metal_stack.png
Scale bar: 20 um. Two of the layers only.
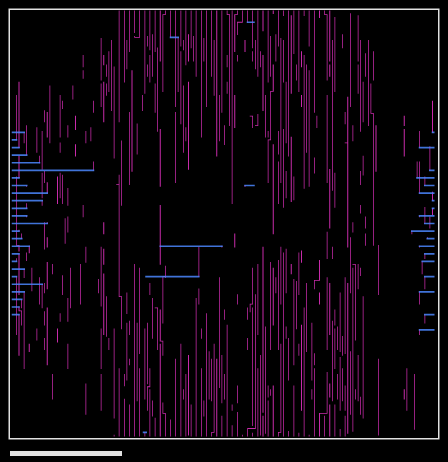
met1.png
Scale bar: 20 um.
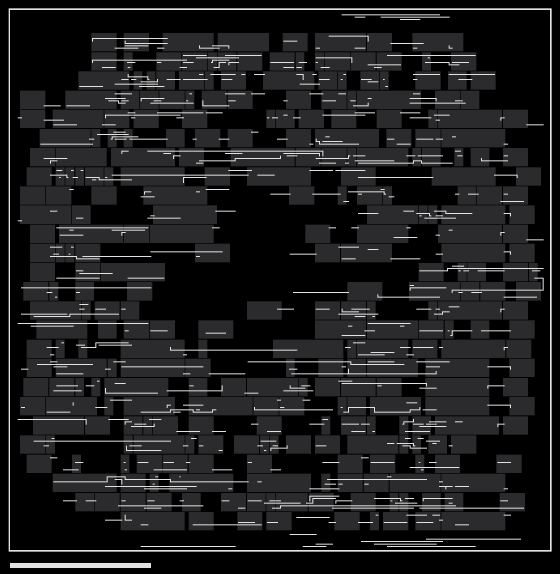
clock_map.png
Scale bar: 20 um.
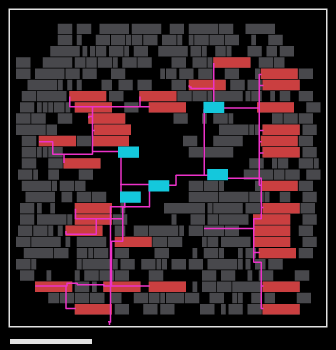
cell_classes.png
Fill, decap, tap and diode cells in gray.
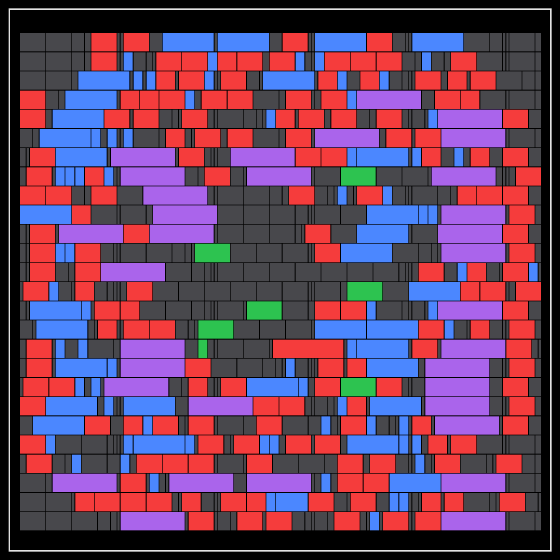
final_clocks.png
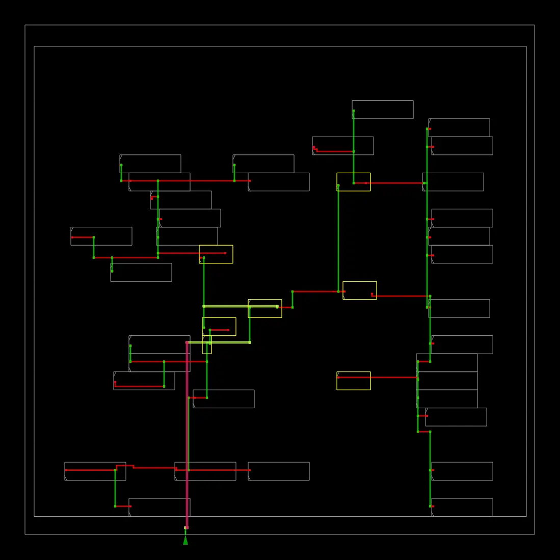
==> config.mk <==
export PLATFORM = sky130hd
export DESIGN_NAME = subtractor
export DESIGN_NICKNAME = d
export VERILOG_FILES = /design/src/rtl/arith_pkg.sv /design/src/rtl/full_subtractor.sv /design/src/rtl/subtractor.sv
export SDC_FILE = /design/constraint.sdc
export NUM_CORES = 1
export LEC_CHECK = 0
export CAP_MARGIN = 20
export CORE_MARGIN = 1
export CORE_UTILIZATION = 35
export DETAILED_ROUTE_END_ITERATION = 10
export GPL_TIMING_DRIVEN = 0
export MAX_ROUTING_LAYER = met4
export PLACE_DENSITY = 0.91
export SKIP_LAST_GASP = 1
export SYNTH_ARGS = -nofsm -noshare
export SYNTH_HDL_FRONTEND = slang
export SYNTH_SLANG_ARGS = --single-unit
export TNS_END_PERCENT = 50
==> constraint.sdc <==
create_clock -name clk -period 27.7 [get_ports clk]
set_clock_uncertainty 0.2 [all_clocks]
set_input_delay 2.77 -clock clk [delete_from_list [all_inputs] [get_ports clk]]
set_output_delay 2.77 -clock clk [all_outputs]
set_load 0.05 [all_outputs]
==> flow_summary.yaml <==
# flow metrics
timing:
  final-hold-violation-count: 0
  fin_ws_ns: 8.14
  period_needed_ns: 19.56
  slew_headroom_pct: 51.6
  hold_slack_ns: 2.73
  drv_slew: 0
  timing.fmax_ghz: 0.0511
  tightest_slew_ns: 0.725
  finalSetupViolCount: 0
  setup_tns_ns: 0
logic_synthesis:
  ys_ff: 33
  area_leaders: "dfrtp_1 42%, fa_1 32%, inv_1 13%"
  yosysMostFrequentCell: "inv_1"
  ff_type: "dfrtp_1"
  yosysUniqueCellTypes: 5
  ys_async_sr_fraction_pct: 100
  edf_count: 0
  top_cells_by_count: "67 x inv_1, 33 x dfrtp_1, 32 x buf_4"
  fp_nets: 262
  syn_inst: 164
  synth_area_um2: 1950
  postSynthAreaPerCell_um2: 11.9
  ys_area_um2: 1950
  ys_warn_count: 0
run:
  warnings: 26
critical_path:
  crit_slowest_cell: "clkdlybuf4s50_1"
  critical_path_arrival_ns: 16.59
  crit_path_end_kind: "output port"
  crit_type: "in2out"
  worstPathRequired_ns: 24.73
  cpMostUsedCell: "fa_1"
  worst_setup_path_start_kind: "input port"
  cp_slowest_stage_delay_ns: 0.68
  path_max_fanout: 2
clock_network:
  clk_pin_slew_ns: 0.06
  cts_resized: 0
  cts_tree: "built"
  htreeDepth: 2
  ctsHoldBuffers: 0
  post_cts_buffers: 0
  cts-root-buf: "clkbuf_8"
floorplanning:
  top_level_ports: 132
  dieArea_um2: 5880
  n_tap_cell: 70
  die_h_um: 76.7
  chipWidth_um: 76.7
  initial_utilization_pct: 37.2
grt:
  grt_pass1_wl_um: 7620
  grt_max_degree: 18
  grt_pass1_vias: 1649
  grt-ovfl-total: 0
  antenna_found_initial: 0
cells_and_area:
  final_cell_mix: "131 x clkdlybuf4s50_1, 67 x inv_1, 33 x dfrtp_1"
  syn2layout_area_growth_pct: 77.5
  layout.nets: 401
  bufAreaShareNonClock_pct: 45.6
  logic_gates: 32
  clock_area_share_pct: 2.49
  diodes: 0
  flop_area_um2: 826
  final.fill_count: 408
  mostFrequentLayoutCell: "clkdlybuf4s50_1"
  nNonClkBuffers: 164
  drive_gt1_share_pct: 12.9
  nNonClkInverters: 67
  largest_reg_flops: 32
  largest_class: "buffers"
  sh_comb_area_pct: 18.3
  logic_area_um2: 633
placement:
  routabilityCongestion: 0.810
  io_buffers: 131
  dp_cells: 366
  place_area_um2: 3380
  post-place-ws_ns: 8.11
  hpwl_um: 4280
power_and_ir_drop:
  vdd_ir_drop_max_mv: 0.0309
  power_mw: 0.244
  power_density_nw_per_um2: 70.4
  power.leakage_nw: 1.70
hold_path:
  hold_class: "in2async"
drt:
  post-route-drc-count: 0
  ant_nets: 0
  drt_pass1_iterations: 4
  drt_iter0_drc: 10
  avgViaCountPerCell: 3.82
status:
  outcome: "complete, no violations"
Notes on metal_stack.png above:
met2: drawn in magenta, wire length 2890 um. met3: drawn in blue, wire length 133 um.
via count: 1424
WL/cell: 12.4 um
Total Routing Usage GR: 17.8%
Total Wirelength: 4630 um

Notes on met1.png above:
The layer holds 33% of the routed length. The wires run mostly horizontal. The longest straight run is 24.8 um. The layer carries 1550 um of wire.
global-route track usage on met1: 17.4%

Notes on clock_map.png above:
cells driving clock nets: drawn in cyan, count 5. clock wires: drawn in magenta, length 368 um. flip-flops: drawn in red, count 33.
There are 6 routed clock nets.
clock network power share: 14.2%
Clock Power: 0.0346 mW

Notes on cell_classes.png above:
other buffers and delay cells: drawn in red, cells 164, share of their area 47%. all other logic: drawn in blue, cells 99, share of their area 26%. flip-flops: drawn in purple, cells 33, share of their area 24%. clock drivers and dummy loads: drawn in green, cells 7, share of their area 2.6%.
placement row count: 26
Final Instance Area: 3460 um^2
Seq area share: 23.8%
Core Area: 5240 um^2
final core occ: 66.1%

Notes on final_clocks.png above:
Num CTS Buffers: 5
clock sinks: 33
clock tree buffer count of the final layout: 7
Seq Cell Count: 33

## routing by layer
| metal | global-route usage, % | routed length, um | vias to the layer above |
|---|---|---|---|
| met5 | - | 0 | - |
| met4 | 6.15 | 57 | 0 |
| met3 | 2.26 | 133 | 4 |
| met2 | 35.4 | 2890 | 52 |
| met1 | 17.4 | 1550 | 695 |
| li1 | - | - | 673 |
## critical path: cells and delay by family
| family | cells | cell delay [ns] |
|---|---|---|
| buffers and inverters | 7 | 1.51 |
| adder cells (fa/ha/maj) | 32 | 12.30 |
## cell families (layout without fill, tap and decap cells)
family / after synthesis / after routing / share of synthesized area [%]
flops: 33 / 33 / 42.3
buf+inv: 99 / 238 / 25.2
fa+ha+maj: 32 / 32 / 32.5
## power breakdown
part	switching, mW	internal, mW
logic	0.0930	0.0567
clock network	0.0149	0.0197
registers	0.00221	0.0574
Power is estimated from default activity; no workload was simulated.
